## src/rtl/fifo_pkg.sv

```systemverilog
// Shared definitions for the single-clock level FIFO: width helpers and reset values.
package fifo_pkg;

    function automatic int clog2(input int value);
        int result;
        result = 0;
        for (int v = value - 1; v > 0; v = v >> 1) begin
            result = result + 1;
        end
        return result;
    endfunction

    // A depth of 2 needs one pointer bit, so the pointer never collapses to zero width.
    function automatic int ptr_width(input int depth);
        return (clog2(depth) < 1) ? 1 : clog2(depth);
    endfunction

    function automatic int cnt_width(input int depth);
        return clog2(depth + 1);
    endfunction

    localparam logic RST_EMPTY        = 1'b1;
    localparam logic RST_FULL         = 1'b0;
    localparam logic RST_ALMOST_EMPTY = 1'b1;
    localparam logic RST_ALMOST_FULL  = 1'b0;
    localparam logic RST_ERR_FLAG     = 1'b0;

endpackage

```

## src/rtl/sync_fifo_mem.sv

```systemverilog
// FIFO storage: register array with a synchronous write port and a registered, enabled read port.
module sync_fifo_mem #(
    parameter int WIDTH = 8,
    parameter int DEPTH = 8,
    parameter int PTR_W = 3
) (
    input  logic             clk,
    input  logic             rst_n,
    input  logic             wr_en,
    input  logic [PTR_W-1:0] wr_addr,
    input  logic [WIDTH-1:0] wr_data,
    input  logic             rd_en,
    input  logic [PTR_W-1:0] rd_addr,
    output logic [WIDTH-1:0] rd_data
);

    logic [WIDTH-1:0] mem [DEPTH];

    // Storage is deliberately left out of reset.
    always_ff @(posedge clk) begin
        if (wr_en) begin
            mem[wr_addr] <= wr_data;
        end
    end

    always_ff @(posedge clk or negedge rst_n) begin
        if (!rst_n) begin
            rd_data <= '0;
        end else if (rd_en) begin
            rd_data <= mem[rd_addr];
        end
    end

endmodule

```

## src/rtl/sync_fifo_lvl.sv

```systemverilog
// Single-clock FIFO of arbitrary depth with fill level, almost-full/empty flags and,
// when SYNC_FIFO_ERR_FLAGS_EN is defined, sticky OVERFLOW/UNDERFLOW flags.
module sync_fifo_lvl
    import fifo_pkg::*;
#(
    parameter int FIFO_WIDTH = 8,
    parameter int FIFO_DEPTH = 8,
    parameter int AF_THRESH  = 6,
    parameter int AE_THRESH  = 2,
    localparam int CNT_W     = cnt_width(FIFO_DEPTH)
) (
    input  logic                  CLK,
    input  logic                  RST,
    input  logic                  W_INC,
    input  logic [FIFO_WIDTH-1:0] WR_DATA,
    input  logic                  R_INC,
    output logic [FIFO_WIDTH-1:0] RD_DATA,
    output logic                  FULL,
    output logic                  EMPTY,
    output logic                  ALMOST_FULL,
    output logic                  ALMOST_EMPTY,
    output logic [CNT_W-1:0]      LEVEL
`ifdef SYNC_FIFO_ERR_FLAGS_EN
    ,
    output logic                  OVERFLOW,
    output logic                  UNDERFLOW
`endif
);

    localparam int               PTR_W     = ptr_width(FIFO_DEPTH);
    localparam logic [PTR_W-1:0] PTR_LAST  = PTR_W'(FIFO_DEPTH - 1);
    localparam logic [CNT_W-1:0] DEPTH_LVL = CNT_W'(FIFO_DEPTH);
    localparam logic [CNT_W-1:0] AF_LVL    = CNT_W'(AF_THRESH);
    localparam logic [CNT_W-1:0] AE_LVL    = CNT_W'(AE_THRESH);

    logic [PTR_W-1:0] wptr;
    logic [PTR_W-1:0] rptr;
    logic             wr_acc;
    logic             rd_acc;
    logic [CNT_W-1:0] level_next;

    assign wr_acc = W_INC & ~FULL;
    assign rd_acc = R_INC & ~EMPTY;

    // Explicit wrap so non-power-of-two depths cycle through exactly FIFO_DEPTH slots.
    function automatic logic [PTR_W-1:0] ptr_inc(input logic [PTR_W-1:0] ptr);
        return (ptr == PTR_LAST) ? '0 : ptr + PTR_W'(1);
    endfunction

    always_comb begin
        level_next = LEVEL;
        if (wr_acc && !rd_acc) begin
            level_next = LEVEL + CNT_W'(1);
        end else if (rd_acc && !wr_acc) begin
            level_next = LEVEL - CNT_W'(1);
        end
    end

    // Flags decode from the next level so they move in lockstep with LEVEL.
    always_ff @(posedge CLK or negedge RST) begin
        if (!RST) begin
            wptr         <= '0;
            rptr         <= '0;
            LEVEL        <= '0;
            EMPTY        <= RST_EMPTY;
            FULL         <= RST_FULL;
            ALMOST_EMPTY <= RST_ALMOST_EMPTY;
            ALMOST_FULL  <= RST_ALMOST_FULL;
        end else begin
            if (wr_acc) begin
                wptr <= ptr_inc(wptr);
            end
            if (rd_acc) begin
                rptr <= ptr_inc(rptr);
            end
            LEVEL        <= level_next;
            EMPTY        <= (level_next == '0);
            FULL         <= (level_next == DEPTH_LVL);
            ALMOST_EMPTY <= (level_next <= AE_LVL);
            ALMOST_FULL  <= (level_next >= AF_LVL);
        end
    end

`ifdef SYNC_FIFO_ERR_FLAGS_EN
    always_ff @(posedge CLK or negedge RST) begin
        if (!RST) begin
            OVERFLOW  <= RST_ERR_FLAG;
            UNDERFLOW <= RST_ERR_FLAG;
        end else begin
            if (W_INC && FULL) begin
                OVERFLOW <= 1'b1;
            end
            if (R_INC && EMPTY) begin
                UNDERFLOW <= 1'b1;
            end
        end
    end
`endif

    sync_fifo_mem #(
        .WIDTH (FIFO_WIDTH),
        .DEPTH (FIFO_DEPTH),
        .PTR_W (PTR_W)
    ) u_mem (
        .clk     (CLK),
        .rst_n   (RST),
        .wr_en   (wr_acc),
        .wr_addr (wptr),
        .wr_data (WR_DATA),
        .rd_en   (rd_acc),
        .rd_addr (rptr),
        .rd_data (RD_DATA)
    );

endmodule

```

## config.mk

```make
export PLATFORM = sky130hd
export DESIGN_NAME = sync_fifo_lvl
export DESIGN_NICKNAME = d
export VERILOG_FILES = /design/src/rtl/fifo_pkg.sv /design/src/rtl/sync_fifo_mem.sv /design/src/rtl/sync_fifo_lvl.sv
export SDC_FILE = /design/constraint.sdc
export NUM_CORES = 1
export LEC_CHECK = 0
export CAP_MARGIN = 25
export CORE_ASPECT_RATIO = 2
export CORE_UTILIZATION = 36
export DETAILED_ROUTE_END_ITERATION = 10
export PLACE_DENSITY = 0.63
export RECOVER_POWER = 100
export SYNTH_ARGS = -nofsm -noshare
export SYNTH_HDL_FRONTEND = slang
export SYNTH_SLANG_ARGS = --single-unit
```

## constraint.sdc

```tcl
create_clock -name CLK -period 2.43 [get_ports CLK]
set_input_delay 0.486 -clock CLK [delete_from_list [all_inputs] [get_ports CLK]]
set_output_delay 0.486 -clock CLK [all_outputs]
set_load 0.01 [all_outputs]
```

==> summary.txt <==
impl run done, here's what came out: run status=finished, final reports clean, global-route wire length before repair=9.977 mm, count of H-tree levels built during CTS=3, proportion of cell area occupied by multi-input gates=0.2275, Tap Count=132, DR WL met2=3.649 mm, share of synthesized cell area in and, or, nand and nor gates=0.08421, Chip Area=10290 um2, number of optimization iterations in the first detailed-route pass=4, pwr dens=1198 nW/um2, maximum vdd ir drop=0.0005316 V, critical path capture point=u_mem.mem[7][6]$_DFFE_PP_, met1 routing resource usage after global routing=0.1441, DRC viols=0, antenna violations before repair=0, Signal buf overhead=0.08406, number of logic gates=110, via count=1903, number of resized instances in the post-cts repair step=0, reg2reg path depth=4, GP Congestion=0.7089, Cell variety after synth=38, flip-flop and latch share of the layout cell area=0.5733, registers with the most flip-flops=u_mem.mem: 64 flops, u_mem.rd_data: 8 flops, LEVEL: 4 flops, comb pwr=1600 uW, worst min-delay path startpoint=u_mem.rd_data[4]$_DFFE_PN0P_, worst-case hold path end point=u_mem.rd_data[4]$_DFFE_PN0P_, placed cell count=373, clock net sink count=86, cell family with most CP delay=buffers and inverters, Post-Synthesis Cell Area=3551 um2, total cell area reported by yosys after synthesis=3551 um2, P&R area growth vs syn=21.56%, final setup margin=0.3137 ns, root buf cell=clkbuf_16, HP Class=flip-flop to flip-flop, post-detailed-route wirelength per cell=16.42 um, min Tclk post-route=2.116 ns, worst-case setup slack after placement=0.2258 ns, Reg with most FFs=u_mem.mem, core utilization of the finished layout=0.4480, number of global-route vias before repair=1862, cell class with the largest area share=sequential cells, maximum net fanout on the critical path=14, most common cell in the netlist=edfxtp_1, Switch Pwr=1539 uW, fraction of met3 tracks used by global routing=0.03399, Final Max Slew Viols=0, quantity of I/O buffers inserted on ports=27, top achievable clock speed=0.4725 GHz, CP startpoint kind=primary input, global-route layer with the greatest usage=met2, fraction of synthesized cell area in xor and xnor cells=0.007400, yosys cell count=211, layout clock buffer count=12, number of filler cells placed in the layout=848, largest stage delay on the critical path=0.54 ns, fraction of final layout cells with drive strength greater than 1=0.1829, portion of total power attributed to sequential cells=0.415, synthesized netlist cell count=211, library cell with the largest summed area after synthesis=edfxtp_1, number of buffers between clock root and the deepest sink=2, Final Hold Viols=0, floorplan row count=51, largest net degree at the start of global routing=23
Figure 1. Clock routing.
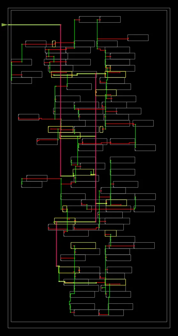
clock buffer count from CTS: 9
maximum clock skew at final layout: 0.009124 ns
sequential cell count: 86

Figure 2. Sizing map.
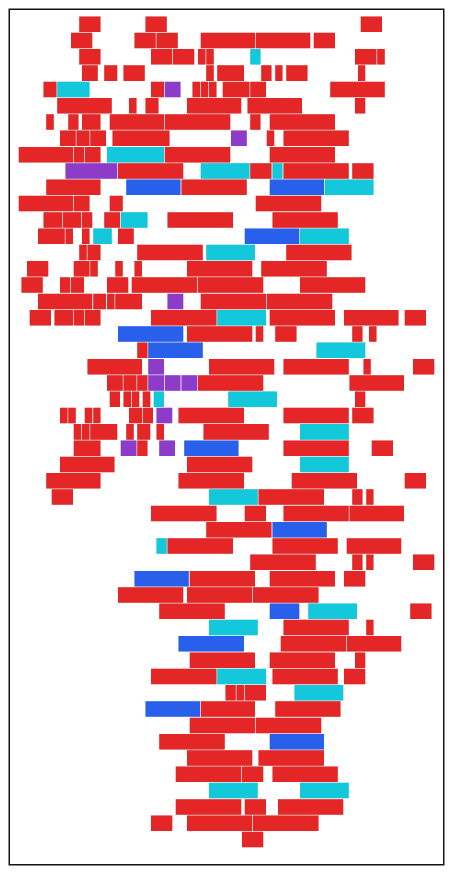
| color | size | cells | most used |
|---|---|---|---|
| red | _0 and _1 cells | 210 | edfxtp_1 |
| purple | _3 and _4 cells | 11 | buf_4 |
| cyan | _2 cells | 24 | mux4_2 |
| blue | _6 and larger | 12 | clkbuf_16 |

Figure 3. Routed clock nets over the placement.
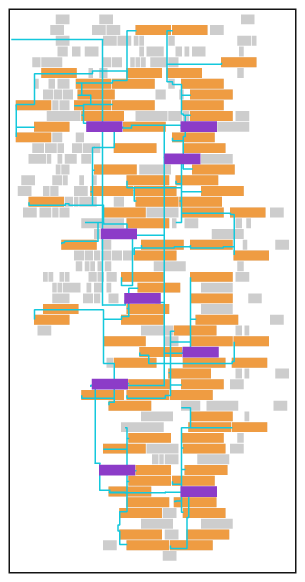
[purple] clock drivers | count: 9
[orange] flip-flops | count: 86
[cyan] clock wires | length: 952 um
routed clock nets: 10
clock group total power: 1430 uW
part of the power in the clock network: 0.276
Latency at later pin: 0.33 ns

Figure 4. Met1 routing.
Supply wires on this layer in gray. Cells faint in the background.
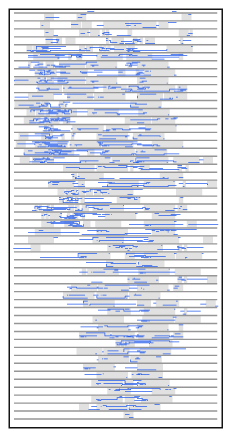
main direction: horizontal
longest straight run: 26.7 um
wire length on this layer: 2440 um

Power figures rest on the tool's default switching activity, not on a simulated workload.
